`src/rtl/vga_frame_grabber.sv`:
```
// Receive side of the 640x480 VGA link: recovers frame timing from h_sync/v_sync,
// locks onto it, and writes a 4:1 decimated 160x120 image into video memory.
module vga_frame_grabber #(
  parameter int H_BACK      = 48,
  parameter int H_ACTIVE    = 640,
  parameter int H_FRONT     = 16,
  parameter int H_SYNC      = 96,
  parameter int V_BACK      = 33,
  parameter int V_ACTIVE    = 480,
  parameter int V_FRONT     = 10,
  parameter int V_SYNC      = 2,
  parameter int PIXEL_DELAY = 1,
  parameter int DATA_W      = 6
) (
  input  logic              clk,
  input  logic              reset,
  input  logic [DATA_W-1:0] rgb_in,
  input  logic              h_sync,
  input  logic              v_sync,
  output logic [14:0]       data_addr,
  output logic [DATA_W-1:0] data_out,
  output logic              write_enable,
  output logic              locked,
  output logic              frame_done,
  output logic              sync_error
);

  localparam int H_TOTAL = H_BACK + H_ACTIVE + H_FRONT + H_SYNC;
  localparam int V_TOTAL = V_BACK + V_ACTIVE + V_FRONT + V_SYNC;
  localparam int MEM_W   = 160;

  localparam logic [9:0]         H_LAST = 10'(H_TOTAL - 1);
  localparam logic [9:0]         V_LAST = 10'(V_TOTAL - 1);
  localparam logic signed [11:0] X_OFF  = 12'(H_BACK + PIXEL_DELAY);
  localparam logic signed [11:0] Y_OFF  = 12'(V_BACK);
  localparam logic signed [11:0] X_LIM  = 12'(H_ACTIVE);
  localparam logic signed [11:0] Y_LIM  = 12'(V_ACTIVE);

  localparam logic [1:0] SEARCH = 2'd0;
  localparam logic [1:0] ALIGN  = 2'd1;
  localparam logic [1:0] LOCKED = 2'd2;

  function automatic logic [9:0] sat_inc(input logic [9:0] cnt);
    return (cnt == 10'h3ff) ? cnt : cnt + 10'd1;
  endfunction

  function automatic logic [14:0] tile_addr(input logic [7:0] tx, input logic [6:0] ty);
    return 15'(ty) * 15'(MEM_W) + 15'(tx);
  endfunction

  logic                     h_sync_q, v_sync_q;
  logic [9:0]               h_cnt_q, v_cnt_q;
  logic [1:0]               state, state_nxt;
  logic                     h_rise, v_rise;
  logic [9:0]               h_cnt, v_cnt;
  logic                     line_err, frame_err, fault;
  logic signed [11:0]       x_p0, y_p0;
  logic                     x_ok, y_ok, vld_p0;
  logic [14:0]              addr_p0;
  logic                     vld_p1, locked_p1;
  logic [14:0]              addr_p1;
  logic [DATA_W-1:0]        data_p1;

  // p0: edge detect, position counters and timing checks for the current input cycle
  assign h_rise = h_sync & ~h_sync_q;
  assign v_rise = v_sync & ~v_sync_q;

  always_comb begin
    h_cnt = h_rise ? 10'd0 : sat_inc(h_cnt_q);
    if (v_rise) begin
      v_cnt = 10'd0;
    end else if (h_rise) begin
      v_cnt = sat_inc(v_cnt_q);
    end else begin
      v_cnt = v_cnt_q;
    end
    // h_cnt_q == H_LAST without an h_rise means the sync pulse never came
    line_err  = h_rise ? (h_cnt_q != H_LAST) : (h_cnt_q == H_LAST);
    frame_err = v_rise ? (v_cnt_q != V_LAST) : (h_rise && (v_cnt_q >= V_LAST));
    fault     = line_err | frame_err;
  end

  assign x_p0    = $signed({2'b00, h_cnt}) - X_OFF;
  assign y_p0    = $signed({2'b00, v_cnt}) - Y_OFF;
  assign x_ok    = (x_p0 >= 12'sd0) && (x_p0 < X_LIM) && (x_p0[1:0] == 2'b00);
  assign y_ok    = (y_p0 >= 12'sd0) && (y_p0 < Y_LIM) && (y_p0[1:0] == 2'b00);
  assign vld_p0  = (state == LOCKED) && !fault && x_ok && y_ok;
  assign addr_p0 = tile_addr(x_p0[9:2], y_p0[8:2]);

  always_comb begin
    state_nxt = state;
    case (state)
      SEARCH: if (v_rise) state_nxt = ALIGN;
      ALIGN: begin
        if (fault) begin
          state_nxt = SEARCH;
        end else if (v_rise) begin
          state_nxt = LOCKED;
        end
      end
      LOCKED: if (fault) state_nxt = SEARCH;
      default: state_nxt = SEARCH;
    endcase
  end

  // p1: registered write port and lock flag
  always_ff @(posedge clk) begin
    if (reset) begin
      h_sync_q  <= 1'b1;
      v_sync_q  <= 1'b1;
      h_cnt_q   <= 10'd0;
      v_cnt_q   <= 10'd0;
      state     <= SEARCH;
      locked_p1 <= 1'b0;
      vld_p1    <= 1'b0;
      addr_p1   <= 15'd0;
      data_p1   <= '0;
    end else begin
      h_sync_q  <= h_sync;
      v_sync_q  <= v_sync;
      h_cnt_q   <= h_cnt;
      v_cnt_q   <= v_cnt;
      state     <= state_nxt;
      locked_p1 <= (state_nxt == LOCKED);
      vld_p1    <= vld_p0;
      if (vld_p0) begin
        addr_p1 <= addr_p0;
        data_p1 <= rgb_in;
      end
    end
  end

  assign write_enable = vld_p1;
  assign data_addr    = addr_p1;
  assign data_out     = data_p1;
  assign locked       = locked_p1;
  // Pulses coincide with the sync edge that triggers them
  assign frame_done   = !reset && (state == LOCKED) && v_rise && !fault;
  assign sync_error   = !reset && (state == LOCKED) && fault;

endmodule
```
`config.mk`:
```
export PLATFORM = sky130hd
export DESIGN_NAME = vga_frame_grabber
export DESIGN_NICKNAME = d
export VERILOG_FILES = /design/src/rtl/vga_frame_grabber.sv
export SDC_FILE = /design/constraint.sdc
export NUM_CORES = 1
export LEC_CHECK = 0
export CORE_ASPECT_RATIO = 0.7
export CORE_MARGIN = 2
export CORE_UTILIZATION = 55
export DETAILED_ROUTE_END_ITERATION = 12
export GPL_TIMING_DRIVEN = 0
export PLACE_DENSITY = 0.78
export RECOVER_POWER = 100
export SYNTH_ARGS = -nofsm -noshare
export SYNTH_HDL_FRONTEND = slang
export SYNTH_SLANG_ARGS = --single-unit
```
`constraint.sdc`:
```
create_clock -name clk -period 4.9 [get_ports clk]
set_input_delay 0.98 -clock clk [delete_from_list [all_inputs] [get_ports clk]]
set_output_delay 0.98 -clock clk [all_outputs]
set_load 0.05 [all_outputs]
```
Signal wires on met1:
Supply wires on this layer in grey.
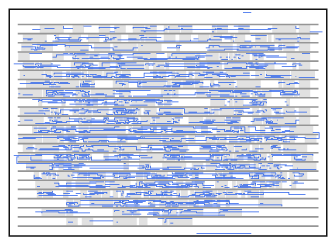
398 nets have wire on it. The layer carries 3710 microns of wire. The wires run mostly horizontal. The layer holds 48% of the routed length. The longest straight run is 31.7 microns.

Drive-strength map:
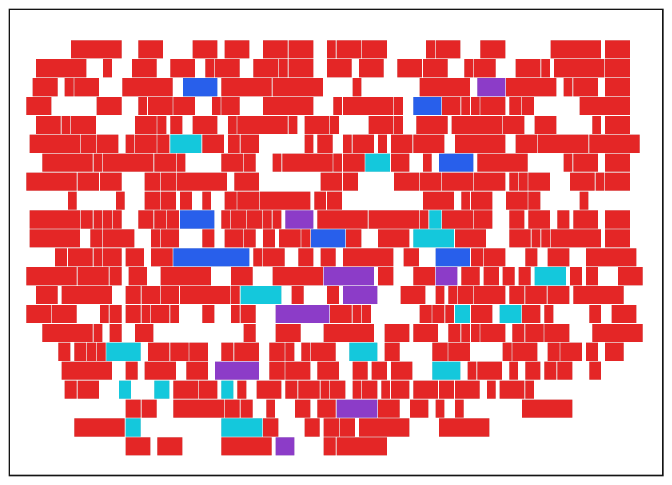
drive 2: in cyan, cells 16. drive 3 to 4: in purple, cells 9. drive 6 and up: in blue, cells 7. drive 1 or less: in red, cells 372.

Cell classes on the final placement:
Scale bar: 20 microns.
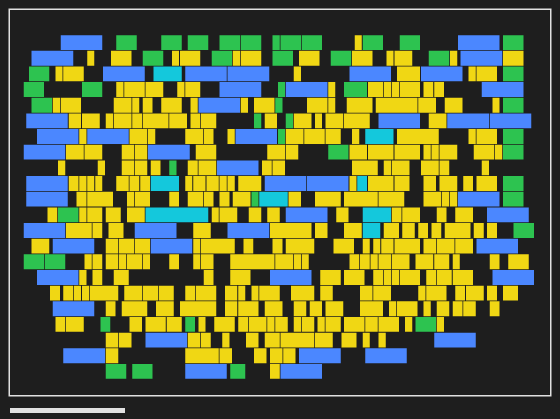
clock drivers and dummy loads: in cyan, cells 8, share of their area 3.1%. other buffers and delay cells: in green, cells 45, share of their area 11%. flops: in blue, cells 47, share of their area 26%. all other logic: in yellow, cells 304, share of their area 60%.

Clock routing:
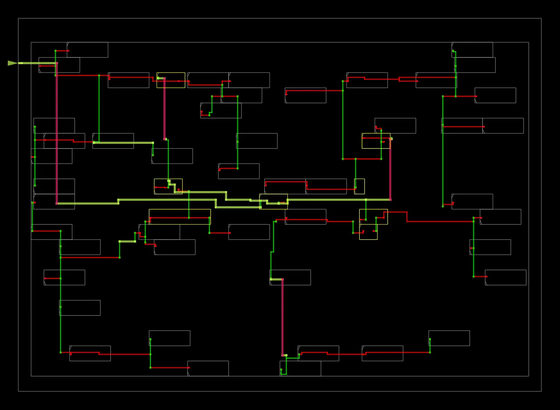
Flops: 47
clock group power: 297 uW
worst-skew pair later-pin latency: 310 ps
clk_buf instances: 5
CTS Sinks: 47

Clock wires, drivers and flops:
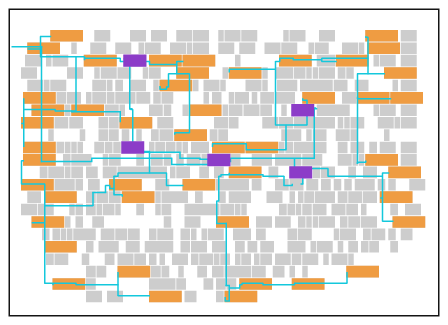
cells driving clock nets: in purple, count 5. clock wires: in cyan, length 650 microns. flip-flops: in orange, count 47.
Position of the flops: widely spread.

==> results.sh <==
# flow metrics
export IMPL_grt_pass1_wl_microns=12700
export IMPL_ys_warn_count=0
export IMPL_sh_seq_area_pct=25.5
export IMPL_vias=2914
export IMPL_clkCellAreaFrac_pct=3.05
export IMPL_setup_worst_path_start="v_sync"
export IMPL_warnings=28
export IMPL_ant_nets=0
export IMPL_synthDistinctLibCells=67
export IMPL_end_kind="primary output"
export IMPL_cap_violations=0
export IMPL_die_y_microns=66.9
export IMPL_simple_gate_share_pct=25.9
export IMPL_slew_headroom_pct=41.1
export IMPL_finalSetupViolCount=0
export IMPL_wl_met3_microns=501
export IMPL_dr_pass1_iters=5
export IMPL_cts_hold_buffers=0
export IMPL_topCombFamilyByArea="simple AND/OR/NAND/NOR gates"
export IMPL_regArea_sq_um=941
export IMPL_ys_seq_share_pct=30.3
export IMPL_buffer_area_share_pct=10.5
export IMPL_flop_cell="dfxtp_1"
export IMPL_placed_cells=468
export IMPL_mostFrequentLayoutCells="49 x nor2_1, 47 x dfxtp_1, 32 x clkdlybuf4s50_1"
export IMPL_ys_flops=47
export IMPL_chip_area_sq_mm=0.00627
export IMPL_final_cells=476
export IMPL_yosysChipArea_sq_mm=0.00310
export IMPL_area_growth_pct=18.9
export IMPL_cellLeakagePower_nw=1.52
export IMPL_syn_avg_cell_area_sq_um=8.55
export IMPL_switching_power_uw=231
export IMPL_top_cells_by_count="49 x nor2_1, 47 x dfxtp_1, 24 x mux2i_1, 22 x xnor2_1, 18 x nand2_1"
export IMPL_preCtsSetupSlack_ps=-358
export IMPL_cts_buffers=5
export IMPL_inv_count=9
export IMPL_dieWidth_microns=93.8
export IMPL_tns_ps=0
export IMPL_fin_crit_ps=4720
export IMPL_cp_arrival_ps=3740
export IMPL_clkTransAtPathRegs_ps=90
export IMPL_status="finished, final reports clean"
export IMPL_fin_util_pct=69.1
export IMPL_grt_max_degree=16
export IMPL_hold_slack_ps=470
export IMPL_mux_area_share_pct=8.91
export IMPL_lay_top_count="nor2_1"
export IMPL_wl_microns=7730
export IMPL_num_rows=22
export IMPL_fin_area_sq_mm=0.00369
export IMPL_power_frac_seq_pct=46.9
export IMPL_buffers_excl_clock=45
export IMPL_vias_per_cell=6.12
export IMPL_area_leaders="dfxtp_1 30%, mux2i_1 7.7%, xnor2_1 6.2%"
export IMPL_num_io_pins=35
export IMPL_worstRegToRegCells=15
export IMPL_grtUsageTotal_pct=25.8
-- critical path, stage by stage --
cell	delay, ps
dlygate4sd3_1	550
nor2b_1	460
mux2i_1	260
a32o_1	220
nand2_1	120
nor4_1	280
clkdlybuf4s50_1	860
-- worst min path at each step --
stage,to,cells after the start,startpoint
after floorplan,state[0],1,state[1]
after global placement,state[0],1,state[1]
after detailed placement,state[0],1,state[1]
after CTS,state[0],1,state[1]
after global routing,state[0],1,state[1]
final,state[0],1,state[1]
-- power groups by stage --
stage	Sequential (mW)	Clock [mW]	Combinational (mW)
floorplan	0.399	0	0.109
global placement	0.399	0	0.137
detailed placement	0.400	0	0.141
CTS	0.391	0.300	0.142
global route	0.392	0.316	0.160
finish	0.391	0.297	0.146
Power figures rest on the tool's default switching activity, not on a simulated workload.
